**Run 1: metal 4**

Scale bar: 50 um.
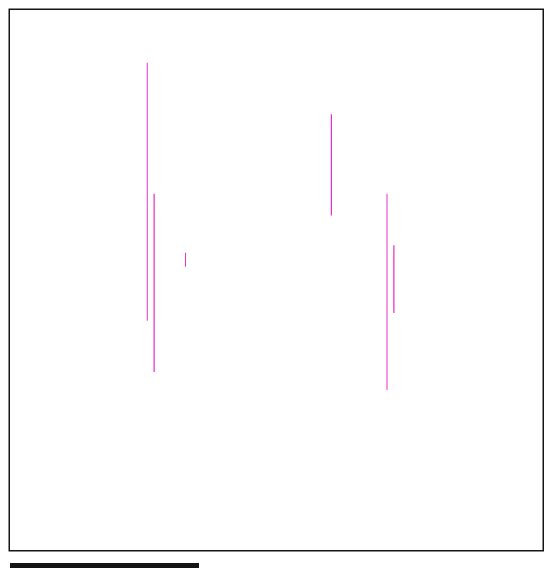
**Run 1: routing congestion map**

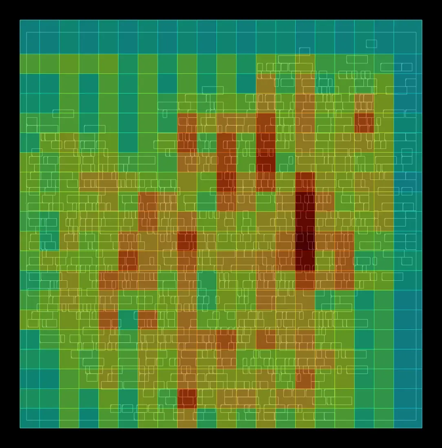
**Run 1: selected gate families**

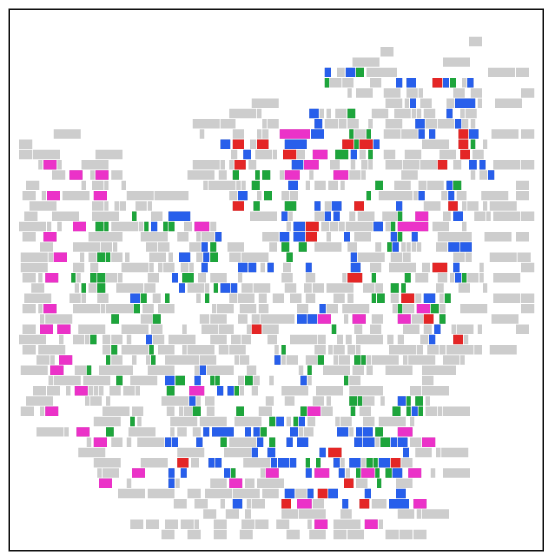
$ cat config.mk
export PLATFORM = sky130hd
export DESIGN_NAME = block_averaging_flat
export DESIGN_NICKNAME = d
export VERILOG_FILES = /design/src/rtl/block_averaging_pkg.sv /design/src/rtl/block_averaging_if.sv /design/src/rtl/block_addr_gen.sv /design/src/rtl/block_averaging.sv /design/src/flat_wrapper.sv
export SDC_FILE = /design/constraint.sdc
export NUM_CORES = 1
export LEC_CHECK = 0
export CAP_MARGIN = 0
export CORE_AREA = 2 2 139 141
export DETAILED_ROUTE_END_ITERATION = 8
export DIE_AREA = 0 0 141 143
export GPL_TIMING_DRIVEN = 1
export SYNTH_ARGS = -nofsm -noshare
export SYNTH_HDL_FRONTEND = slang
export SYNTH_HIERARCHICAL = 1
export SYNTH_SLANG_ARGS = --single-unit
$ cat constraint.sdc
create_clock -name clk -period 9 [get_ports clk]
set_clock_uncertainty 0.05 [all_clocks]
set_input_delay 1.8 -clock clk [delete_from_list [all_inputs] [get_ports clk]]
set_output_delay 1.8 -clock clk [all_outputs]
set_load 0.03 [all_outputs]
$ cat src/rtl/block_averaging_pkg.sv
// block_averaging_pkg: shared image defaults, zoom codes and FSM state encoding.
package block_averaging_pkg;
    localparam int IMG_WIDTH_DEF  = 160;
    localparam int IMG_HEIGHT_DEF = 120;
    localparam logic [2:0] ZOOM_QUARTER = 3'd0;
    localparam logic [2:0] ZOOM_HALF    = 3'd1;
    localparam logic [2:0] ZOOM_COPY    = 3'd2;
    typedef enum logic [2:0] {IDLE, READ, LAST, WRITE, DONE} state_e;
    function automatic logic [1:0] zoom_to_k(input logic [2:0] z);
        return z >= ZOOM_COPY ? 2'd0 : z == ZOOM_HALF ? 2'd1 : 2'd2;
    endfunction
endpackage

$ cat src/rtl/block_averaging_if.sv
// block_averaging_if: memory-side and control signals of the block averager.
interface block_averaging_if;
    logic        enable;
    logic [2:0]  zoom_level;
    logic [7:0]  pixel_in;
    logic [14:0] read_addr;
    logic [7:0]  pixel_out;
    logic [18:0] write_addr;
    logic        write_en;
    logic        done;
    modport master (output enable, zoom_level, pixel_in,
                    input  read_addr, pixel_out, write_addr, write_en, done);
    modport slave  (input  enable, zoom_level, pixel_in,
                    output read_addr, pixel_out, write_addr, write_en, done);
endinterface

$ cat src/rtl/block_addr_gen.sv
// block_addr_gen: block/pixel counters with registered source and destination addresses.
module block_addr_gen
    import block_averaging_pkg::*;
#(
    parameter int IMG_WIDTH_IN  = IMG_WIDTH_DEF,
    parameter int IMG_HEIGHT_IN = IMG_HEIGHT_DEF
) (
    input  logic        clk,
    input  logic        reset,
    input  logic        start_i,
    input  logic        rd_step_i,
    input  logic        px_next_i,
    input  logic        wr_load_i,
    input  logic [1:0]  k_i,
    output logic [14:0] read_addr_o,
    output logic [18:0] write_addr_o,
    output logic        last_rd_o,
    output logic        last_px_o
);
    logic [7:0]  x_q, x_d, y_q, y_d;
    logic [1:0]  dx_q, dx_d, dy_q, dy_d, n_m1;
    logic [18:0] px_q, px_d, wa_q, wa_d, px_last;
    logic [14:0] ra_q, ra_d;
    logic [7:0]  x_last;
    logic        x_wrap, dx_wrap;
    assign n_m1      = 2'((1 << k_i) - 1);
    assign x_last    = 8'((IMG_WIDTH_IN >> k_i) - 1);
    assign px_last   = 19'((IMG_WIDTH_IN >> k_i) * (IMG_HEIGHT_IN >> k_i) - 1);
    assign x_wrap    = x_q == x_last;
    assign dx_wrap   = dx_q == n_m1;
    assign last_rd_o = dx_wrap && dy_q == n_m1;
    assign last_px_o = px_q == px_last;
    // the final pixel wraps every counter to zero so read_addr stays in range
    always_comb begin
        x_d  = start_i || (px_next_i && x_wrap) ? '0 : px_next_i ? x_q + 8'd1 : x_q;
        y_d  = start_i || (px_next_i && last_px_o) ? '0 : px_next_i && x_wrap ? y_q + 8'd1 : y_q;
        dx_d = start_i || px_next_i || (rd_step_i && dx_wrap) ? '0 : rd_step_i ? dx_q + 2'd1 : dx_q;
        dy_d = start_i || px_next_i ? '0 : rd_step_i && dx_wrap ? dy_q + 2'd1 : dy_q;
        px_d = start_i || (px_next_i && last_px_o) ? '0 : px_next_i ? px_q + 19'd1 : px_q;
        wa_d = wr_load_i ? px_q : wa_q;
        ra_d = 15'((((32'(y_d) << k_i) + 32'(dy_d)) * IMG_WIDTH_IN) + (32'(x_d) << k_i) + 32'(dx_d));
    end
    always_ff @(posedge clk) begin
        if (reset) begin
            x_q  <= '0;
            y_q  <= '0;
            dx_q <= '0;
            dy_q <= '0;
            px_q <= '0;
            wa_q <= '0;
            ra_q <= '0;
        end else begin
            x_q  <= x_d;
            y_q  <= y_d;
            dx_q <= dx_d;
            dy_q <= dy_d;
            px_q <= px_d;
            wa_q <= wa_d;
            ra_q <= ra_d;
        end
    end
    assign read_addr_o  = ra_q;
    assign write_addr_o = wa_q;
endmodule

$ cat src/rtl/block_averaging.sv
// block_averaging: downscales an image by averaging NxN blocks read from source memory.
module block_averaging
    import block_averaging_pkg::*;
#(
    parameter int IMG_WIDTH_IN  = IMG_WIDTH_DEF,
    parameter int IMG_HEIGHT_IN = IMG_HEIGHT_DEF
) (
    input logic              clk,
    input logic              reset,
    block_averaging_if.slave bus
);
    state_e      state_q, state_d;
    logic [1:0]  k_q, k_d;
    logic [11:0] acc_q, acc_d, sum;
    logic [7:0]  pix_q, pix_d;
    logic        valid_q;
    logic        start, rd_step, px_next, wr_load, last_rd, last_px;
    assign start   = state_q == IDLE && bus.enable;
    assign rd_step = state_q == READ && bus.enable && !last_rd;
    assign px_next = state_q == WRITE && bus.enable;
    assign wr_load = state_q == LAST && bus.enable;
    assign sum     = acc_q + 12'(bus.pixel_in);
    always_comb begin
        state_d = state_q;
        case (state_q)
            IDLE:    state_d = READ;
            READ:    state_d = last_rd ? LAST : READ;
            LAST:    state_d = WRITE;
            WRITE:   state_d = last_px ? DONE : READ;
            default: state_d = DONE;
        endcase
        if (!bus.enable) state_d = IDLE;
        k_d   = start ? zoom_to_k(bus.zoom_level) : k_q;
        // valid_q marks cycles whose pixel_in answers the previous cycle's read_addr
        acc_d = start || state_q == WRITE ? '0 : valid_q ? sum : acc_q;
        pix_d = wr_load ? 8'(sum >> {k_q, 1'b0}) : pix_q;
    end
    always_ff @(posedge clk) begin
        if (reset) begin
            state_q <= IDLE;
            k_q     <= '0;
            acc_q   <= '0;
            pix_q   <= '0;
            valid_q <= 1'b0;
        end else begin
            state_q <= state_d;
            k_q     <= k_d;
            acc_q   <= acc_d;
            pix_q   <= pix_d;
            valid_q <= state_q == READ;
        end
    end
    block_addr_gen #(
        .IMG_WIDTH_IN (IMG_WIDTH_IN),
        .IMG_HEIGHT_IN(IMG_HEIGHT_IN)
    ) u_addr_gen (
        .clk         (clk),
        .reset       (reset),
        .start_i     (start),
        .rd_step_i   (rd_step),
        .px_next_i   (px_next),
        .wr_load_i   (wr_load),
        .k_i         (k_q),
        .read_addr_o (bus.read_addr),
        .write_addr_o(bus.write_addr),
        .last_rd_o   (last_rd),
        .last_px_o   (last_px)
    );
    assign bus.pixel_out = pix_q;
    assign bus.write_en  = state_q == WRITE;
    assign bus.done      = state_q == DONE;
endmodule

$ cat src/flat_wrapper.sv
// flat-port wrapper written by rule: the top's interface ports become plain ports
module block_averaging_flat import block_averaging_pkg::*;
#(
    parameter int IMG_WIDTH_IN  = IMG_WIDTH_DEF,
    parameter int IMG_HEIGHT_IN = IMG_HEIGHT_DEF
)
  (clk, reset, bus_enable, bus_zoom_level, bus_pixel_in, bus_read_addr, bus_pixel_out, bus_write_addr, bus_write_en, bus_done);
  block_averaging_if bus_i ();
  input logic clk;
  input logic reset;
  input wire logic [$bits(bus_i.enable)-1:0] bus_enable;
  input wire logic [$bits(bus_i.zoom_level)-1:0] bus_zoom_level;
  input wire logic [$bits(bus_i.pixel_in)-1:0] bus_pixel_in;
  output wire logic [$bits(bus_i.read_addr)-1:0] bus_read_addr;
  output wire logic [$bits(bus_i.pixel_out)-1:0] bus_pixel_out;
  output wire logic [$bits(bus_i.write_addr)-1:0] bus_write_addr;
  output wire logic [$bits(bus_i.write_en)-1:0] bus_write_en;
  output wire logic [$bits(bus_i.done)-1:0] bus_done;
  assign bus_i.enable = bus_enable;
  assign bus_i.zoom_level = bus_zoom_level;
  assign bus_i.pixel_in = bus_pixel_in;
  assign bus_read_addr = bus_i.read_addr;
  assign bus_pixel_out = bus_i.pixel_out;
  assign bus_write_addr = bus_i.write_addr;
  assign bus_write_en = bus_i.write_en;
  assign bus_done = bus_i.done;
  block_averaging #(.IMG_WIDTH_IN(IMG_WIDTH_IN), .IMG_HEIGHT_IN(IMG_HEIGHT_IN)) u_core (.clk(clk), .reset(reset), .bus(bus_i));
endmodule
==> qor.txt, run 1 <==
Commonest cells in the netlist: nor2_1, dfxtp_1, nand2_1
Inverters: 24
Top cell area share: 0.284
Finished Layout Cells: 1129
Yosys warns: 6
CTS tree: built
Most frequent cells in the layout: nor2_1, dfxtp_1, clkdlybuf4s50_1
DP Cell Count: 1114
Area growth syn-to-layout: 15.5%
Cells in synth_stat.txt: 852
Flop count: 99
1st-pass router iterations: 7
Flip-flops with a built-in enable: 0
Global-route wire length before repair: 27700 um
Dpl ws: 0.557 ns
Post-synth regs: 99
CP delay by family, top: adder cells
Levels on crit path: 33
Critical Path Most Common Cell: ha_1
Initial antenna violation count: 0
Post-route cell area: 0.00806 mm2
Clk latency late pin: 0.36 ns
Min Tclk post-route: 8.24 ns
Fin. max-slew vios: 0
Maximum clock path buffer count: 2
Core outline area: 0.0186 mm2
Final setup violation count: 0
Largest cells by area: dfxtp_1, ha_1, nor2_1
Kind of critical path: flip-flop to flip-flop
Sequential share of cell area: 0.246
Gate Area: 0.00473 mm2
Max frequency: 0.121 GHz
Total leakage power: 3.06 nW
Number of remaining DRC errors: 0
Crit path DAT: 8.49 ns
Vias in the first global route: 5511
Overall Power: 0.908 mW
Post-Synth Adder-Cell Area: 0.107
Min setup slack post-route: 0.763 ns
Via density: 5.29
Critical Path RT: 9.25 ns
Largest class: logic gates
Max VDD drop: 0.0893 mV
Multi-input gate count: 684
Hold WS: 0.449 ns
Synth Area in Compound Gates: 0.154
Port Buffer Count: 57
Pwr dens: 113 mW/mm2
Area leader, netlist: dfxtp_1
Synth Area in Simple Gates: 0.236
Crit-path max cell delay: 0.48 ns
Reg area: 0.00198 mm2
Largest fanout on the critical path: 15
Worst slew margin: 0.236
Ant. Diodes: 0
Power share of the clock group: 0.409
Die width: 141 um
Switching pwr: 0.241 mW
Setup TNS: 0 ns
Tool warnings: 34
Mapped Cells: 852
Status: finished, final reports clean
Non-CTS buffers: 73
Largest family of logic cells by area: simple AND/OR/NAND/NOR gates
Chip height: 143 um
Final net count: 961
Area fraction in mux cells: 0.0697
Grt ovf: 0
Sw Share: 0.265
Ys flop type: dfxtp_1
Sequential Power Share: 0.489
DR vias: 5976
R2R depth: 33
# clk buffers: 10
# H-tree levels: 3
FFs w/ async S/R, synth: 0
Non-clock buffers, area share: 0.0855
Core Rows: 50
Hold depth: 2
-- 'metal 4' (at the start) --
5 nets have wire on it. The longest straight run is 68.0 um. The layer holds 1.3% of the routed length. The layer carries 214 um of wire. The wires run mostly vertical.

-- 'routing congestion map' (at the start) --
Total GRT Usage: 0.169
utilization after layout: 0.434

-- 'selected gate families' (at the start) --
Blue shows aoi and oai cells, cells 132, most used a21oi_1. Magenta shows mux cells, cells 45, most used mux2i_1. Red shows non-inverting ao/oa cells, cells 29, most used a21o_1. Green shows nand cells, cells 110, most used nand2_1.

-- run 1: sequential cells by signal (all words and copies together), names as in the netlist --
name / flops
u_core/u_addr_gen/px_q: 19
u_core/u_addr_gen/write_addr_o: 19
u_core/u_addr_gen/read_addr_o: 15
u_core/acc_q: 12
u_core/bus.pixel_out: 8
u_core/u_addr_gen/x_q: 8
u_core/u_addr_gen/y_q: 8
u_core/state_q: 3
u_core/k_q: 2
u_core/u_addr_gen/dx_q: 2
u_core/u_addr_gen/dy_q: 2
u_core/valid_q: 1
-- run 1: layer usage --
metal  GRT usage  wire (um)
met5           0          0
met2       0.268       7270
met3      0.0282        641
met4      0.0463        214
met1       0.238       8630
-- run 1: final timing paths --
kind	slack [ns]	endpoint	from
max	0.76	u_core/u_addr_gen/read_addr_o[14]	u_core/k_q[1]
min	0.45	u_core/u_addr_gen/write_addr_o[13]	u_core/u_addr_gen/write_addr_o[13]
max reg2reg	0.76	u_core/u_addr_gen/read_addr_o[14]	u_core/k_q[1]
min reg2reg	0.45	u_core/u_addr_gen/write_addr_o[13]	u_core/u_addr_gen/write_addr_o[13]
-- run 1: cells by family after synthesis --
| logic type | after synthesis |
|---|---|
| AND-OR/OR-AND | 161 |
| XOR/XNOR | 85 |
| adder cells (fa/ha/maj) | 56 |
| buffers and inverters | 69 |
| flip-flops | 99 |
| multiplexers | 45 |
| other | 1 |
| AND/OR/NAND/NOR | 336 |
-- run 1: power groups by stage --
stage	combinational (mW)	clock [mW]	sequential [mW]
6_report	0.0921	0.372	0.444
5_1_grt	0.102	0.402	0.445
4_1_cts	0.0917	0.388	0.444
3_5_place_dp	0.0912	0	0.455
3_3_place_gp	0.0911	0	0.455
2_1_floorplan	0.0612	0	0.456
--- run 2 (diff from run 1) ---
--- a/config.mk
+++ b/config.mk
@@ -9,7 +9,6 @@
 export CORE_AREA = 2 2 139 141
 export DETAILED_ROUTE_END_ITERATION = 8
 export DIE_AREA = 0 0 141 143
-export GPL_TIMING_DRIVEN = 1
 export SYNTH_ARGS = -nofsm -noshare
 export SYNTH_HDL_FRONTEND = slang
 export SYNTH_HIERARCHICAL = 1
**Run 2: metal 4**

Scale bar: 50 um.
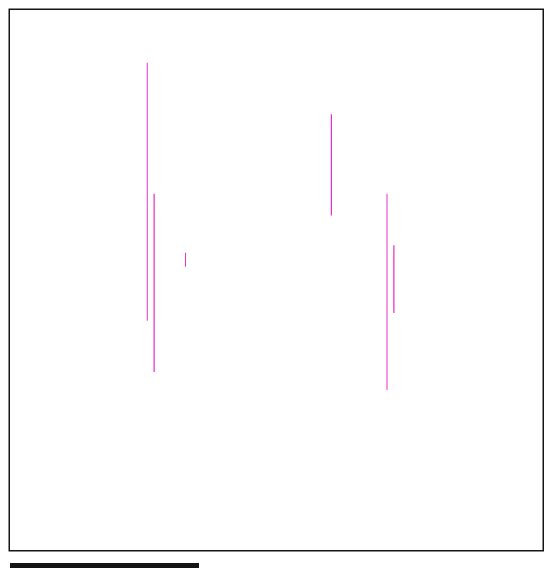
The longest straight run is 68.0 um. The layer holds 1.3% of the routed length. 5 nets have wire on it. The wires run mostly vertical.
wirelength, routed: 16800 um
DR vias: 5976

==> qor.txt, run 2 <==
Status: finished, final reports clean
Setup crit start kind: flip-flop
Crit-path max cell delay: 0.48 ns
Total leakage power: 3.06 nW
Maximum clock path buffer count: 2
Vias in the first global route: 5511
1st-pass router iterations: 7
Synth Seq Share: 0.284
Largest class: logic gates
Routability cong.: 0.868
Initial antenna violation count: 0
Via density: 5.29
Min setup slack post-route: 0.763 ns
CTS resizes: 0
# H-tree levels: 3
Clock buffer count from CTS: 9
Area growth syn-to-layout: 15.5%
Worst slew margin: 0.236
Tap cells: 234
Post-route cell area: 0.00806 mm2
Global-route wire length before repair: 27700 um
Non-CTS buffers: 73
Postcts setup bufs: 0
Largest cells by area: dfxtp_1, ha_1, nor2_1
CP delay by family, top: adder cells
DP Cell Count: 1114
Die width: 141 um
Ys flop type: dfxtp_1
ANT nets after route: 0
Max frequency: 0.121 GHz
Utilization after layout: 0.434
Crit path DAT: 8.49 ns
Mapped Cells: 852
Finished Layout Cells: 1129
Core Rows: 50
HP Class: flip-flop to flip-flop
Grt ovf: 0
Clk latency late pin: 0.36 ns
Commonest cells in the netlist: nor2_1, dfxtp_1, nand2_1
Critical Path RT: 9.25 ns
Area leader, netlist: dfxtp_1
Chip height: 143 um
Crit. End Element: flip-flop
Gate Area: 0.00473 mm2
FFs w/ async S/R, synth: 0
Share of cells above drive strength 1: 0.0682
Ant. Diodes: 0
Top cell area share: 0.284
Flop count: 99
Setup TNS: 0 ns
Core outline area: 0.0186 mm2
Most frequent cells in the layout: nor2_1, dfxtp_1, clkdlybuf4s50_1
Routed len/inst: 14.8 um
Tool warnings: 34
Inverters: 24
Fin. max-slew vios: 0
CTS Hold Buffers Added: 0
WP buf/inv: 2
Non-clock buffers, area share: 0.0855
Total GRT Usage: 0.169
Kind of critical path: flip-flop to flip-flop
Post-synth regs: 99
Dpl ws: 0.557 ns
Flip-flops with a built-in enable: 0
# clk buffers: 10
Critical Path Most Common Cell: ha_1
Yosys warns: 6
Pwr dens: 113 mW/mm2
Port Buffer Count: 57
Synth top cell by count: nor2_1
Largest fanout on the critical path: 15
Reg area: 0.00198 mm2
Max VDD drop: 0.0893 mV
CTS tree: built
Number of remaining DRC errors: 0
Sequential share of cell area: 0.246
Multi-input gate count: 684
YS chip area: 0.00698 mm2
Final setup violation count: 0
Final net count: 961
Cells in synth_stat.txt: 852
# fillers: 1892
Min Tclk post-route: 8.24 ns
**Run 2: selected gate families**

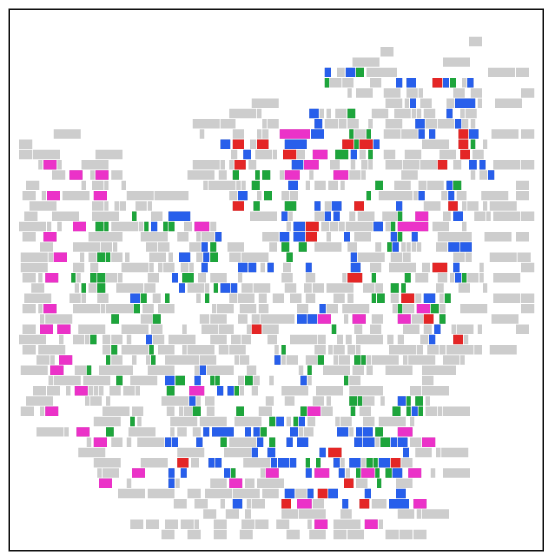
Top cell excl fill/tap: nor2_1
Comb/total area: 0.587

run 2: cell counts after synthesis:
Identical to the previous run, type by type.
run 2: cell families after synthesis:
family                     share of synthesized area
AOI/OAI and AO/OA                              0.154
xor gates and xnor gates                       0.109
adders and majority gates                      0.107
buffers and inverters                         0.0398
DFF                                            0.284
muxes                                         0.0697
other                                       0.000537
and+or+nand+nor                                0.236
run 2: power breakdown:
| group | internal (mW) | switching [mW] | total, mW |
|---|---|---|---|
| Combinational | 0.0356 | 0.0565 | 0.0921 |
| Clock | 0.191 | 0.181 | 0.372 |
| Sequential | 0.441 | 0.00355 | 0.444 |
run 2: metal layers:
metal	vias to the layer above	routed length, um	GRT usage	part of all wire
met5	-	0	0	0
met4	0	214	0.0463	0.013
met3	17	641	0.0282	0.038
met2	120	7270	0.268	0.43
met1	2739	8630	0.238	0.51
li1	3100	-	-	-
run 2: metrics by stage:
stage / hold slack (ns) / total power, mW
2_1_floorplan: 0.415 / 0.517
3_3_place_gp: 0.430 / 0.546
3_5_place_dp: 0.434 / 0.546
4_1_cts: 0.452 / 0.924
5_1_grt: 0.484 / 0.949
6_report: 0.449 / 0.908
run 2: worst paths after layout:
kind	from	end	slack (ns)	depth (start not counted)
max	u_core/k_q[1]	u_core/u_addr_gen/read_addr_o[14]	0.76	33
min	u_core/u_addr_gen/write_addr_o[13]	u_core/u_addr_gen/write_addr_o[13]	0.45	2
max reg2reg	u_core/k_q[1]	u_core/u_addr_gen/read_addr_o[14]	0.76	33
min reg2reg	u_core/u_addr_gen/write_addr_o[13]	u_core/u_addr_gen/write_addr_o[13]	0.45	2
--- run 3 (diff from run 2) ---
--- a/config.mk
+++ b/config.mk
@@ -5,10 +5,10 @@
 export SDC_FILE = /design/constraint.sdc
 export NUM_CORES = 1
 export LEC_CHECK = 0
-export CAP_MARGIN = 0
 export CORE_AREA = 2 2 139 141
 export DETAILED_ROUTE_END_ITERATION = 8
 export DIE_AREA = 0 0 141 143
+export REMOVE_ABC_BUFFERS = 1
 export SYNTH_ARGS = -nofsm -noshare
 export SYNTH_HDL_FRONTEND = slang
 export SYNTH_HIERARCHICAL = 1
**Run 3: routing congestion map**

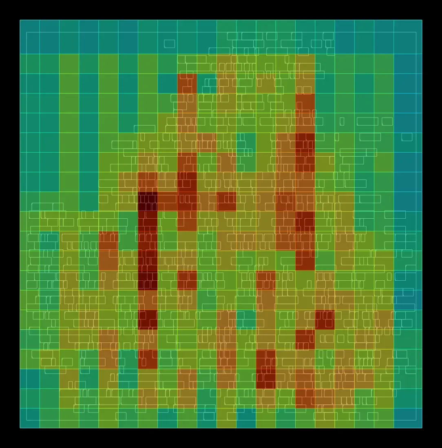
M1 GR Usage: 0.230
routed len/inst: 14.7 um

==> qor.txt, run 3 <==
Status: finished, final reports clean
Ys flop type: dfxtp_1
Clock buffer count from CTS: 9
DP Cell Count: 1113
Max VDD drop: 0.0895 mV
Crit. End Element: flip-flop
Die width: 141 um
Maxcap violations: 0
1st-pass router iterations: 4
Chip height: 143 um
YS chip area: 0.00698 mm2
Via density: 5.41
Cells in synth_stat.txt: 852
Area leader, netlist: dfxtp_1
R2R depth: 35
Initial antenna violation count: 0
Reg-to-Reg Start: u_core/k_q[1]
Mapped Cells: 852
Tool warnings: 33
Final setup violation count: 0
Critical Path Most Common Cell: ha_1
Worst R2R End: u_core/u_addr_gen/read_addr_o[14]
Port Buffer Count: 57
Postcts setup bufs: 0
Area growth syn-to-layout: 15.6%
Share of cells above drive strength 1: 0.0693
Global-route wire length before repair: 28400 um
Hold path start: u_core/acc_q[2]
Critical Path Start: u_core/k_q[1]
Post-route cell area: 0.00807 mm2
Hold endpoint: u_core/acc_q[2]
Crit-path max cell delay: 0.60 ns
Number of remaining DRC errors: 0
Utilization after layout: 0.434
Min setup slack post-route: 0.649 ns
Kind of critical path: flip-flop to flip-flop
ANT nets after route: 0
Pwr dens: 114 mW/mm2
Min Tclk post-route: 8.35 ns
Ant. Diodes: 0
Largest cells by area: dfxtp_1, ha_1, nor2_1
Clk latency late pin: 0.36 ns
Finished Layout Cells: 1129
Dpl ws: 0.692 ns
Hold depth: 2
Worst Setup EP: u_core/u_addr_gen/read_addr_o[14]
Most frequent cells in the layout: nor2_1, dfxtp_1, clkdlybuf4s50_1
Final net count: 960
Synth Seq Share: 0.284
Hold WS: 0.448 ns
HP Class: flip-flop to flip-flop
Core outline area: 0.0186 mm2
# H-tree levels: 3
Worst reg-to-reg setup slack: 0.65 ns
Core Rows: 50
Setup TNS: 0 ns
Fin. max-slew vios: 0
Flip-flops with a built-in enable: 0
Top cell excl fill/tap: nor2_1
Total leakage power: 3.07 nW
Largest fanout on the critical path: 23
Crit path DAT: 8.61 ns
Setup crit start kind: flip-flop
Critical Path RT: 9.26 ns
FFs w/ async S/R, synth: 0
CTS tree: built
Post-synth regs: 99
Max frequency: 0.120 GHz
Commonest cells in the netlist: nor2_1, dfxtp_1, nand2_1
Yosys warns: 6
Overall Power: 0.923 mW
Synth top cell by count: nor2_1
Vias in the first global route: 5828
Top cell area share: 0.284
**Run 3: routed metal, one color a layer**

Two of the layers only.
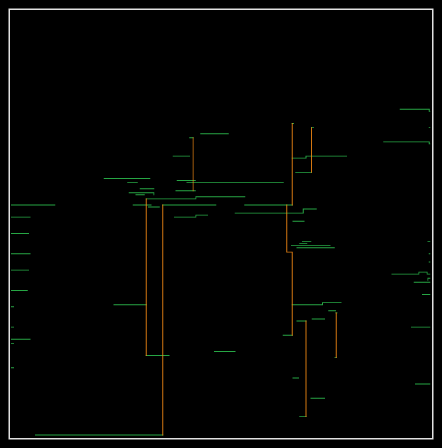
Green shows M3, wire length 493 um. Orange shows M4, wire length 281 um.
Total GRT Usage: 0.171
wirelength, routed: 16600 um
DR vias: 6105

run 3: cell types whose count changed in the layout (fill, tap and decap cells not counted), sizes merged:
cell      before  now
clkinvlp       0    1
clkinv         5    6
clkbuf        10    9
buf           17   16
run 3: worst max-delay path: cells and delay by family, from the launching register on:
kind	cells	cell delay (ns)
flops	1	0.37
buf+inv	2	0.37
xor+xnor	5	1.13
simple gates	9	1.50
fa+ha+maj	8	2.53
compound gates	11	2.37
run 3: timing repair:
action,in CTS,in global routing
hold endpoints to repair,0,0
resized,0,1
setup endpoints to repair,0,1
hold buffers,0,0
run 3: report_power, final:
| group | leakage, nW | switching, mW | internal (mW) |
|---|---|---|---|
| clock | 0.141 | 0.194 | 0.195 |
| sequential | 0.798 | 0.00341 | 0.441 |
| combinational | 2.13 | 0.0552 | 0.0354 |
| total | 3.07 | 0.252 | 0.671 |
run 3: layout make-up:
class,instances,area (um2)
Clock buffer,9,225
Tap cell,234,293
Clock inverter,7,70.1
Fill cell,1893,10500
Timing Repair Buffer,72,678
Multi-Input combinational cell,684,4730
Inverter,24,90.1
Sequential cell,99,1980
run 3: cell families after synthesis:
| family | Yosys count | share of synthesized area |
|---|---|---|
| muxes | 45 | 0.0697 |
| and+or+nand+nor | 336 | 0.236 |
| other | 1 | 0.000537 |
| AOI/OAI and AO/OA | 161 | 0.154 |
| xor gates and xnor gates | 85 | 0.109 |
| DFF | 99 | 0.284 |
| buffers and inverters | 69 | 0.0398 |
| adders and majority gates | 56 | 0.107 |
run 3: metal layers:
layer	wire, um	vias to the layer above	share of wire	track usage
li1	-	3097	-	-
met1	8310	2895	0.50	0.230
met2	7540	94	0.45	0.279
met3	492	19	0.030	0.0305
met4	281	0	0.017	0.0584
met5	0	-	0	0

==> layout pictures side by side <==
Sequential cells grouped by signal name.
Scale bar: 50 um. Other sequential cells in the stronger gray, the rest of the logic in the fainter gray.
picture 1
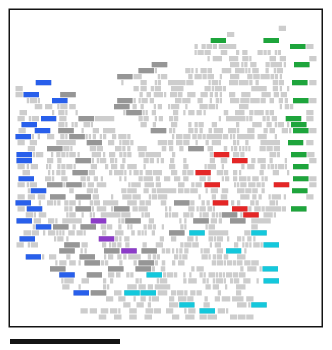
picture 2
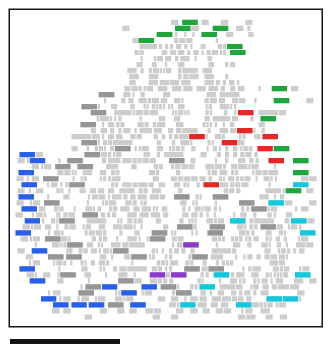
Picture 2 comes from run 3.
Picture 1 comes from run 1.

Key to picture 1:
Green shows u_core/u_addr_gen/read_addr_o, flops 15. Red shows u_core/u_addr_gen/x_q, flops 8. Blue shows u_core/u_addr_gen/write_addr_o, flops 19. Purple shows u_core/state_q, flops 3. Cyan shows u_core/acc_q, flops 12.
Another 42 sequential cells are not colored.

Power and IR drop assume default switching activity.
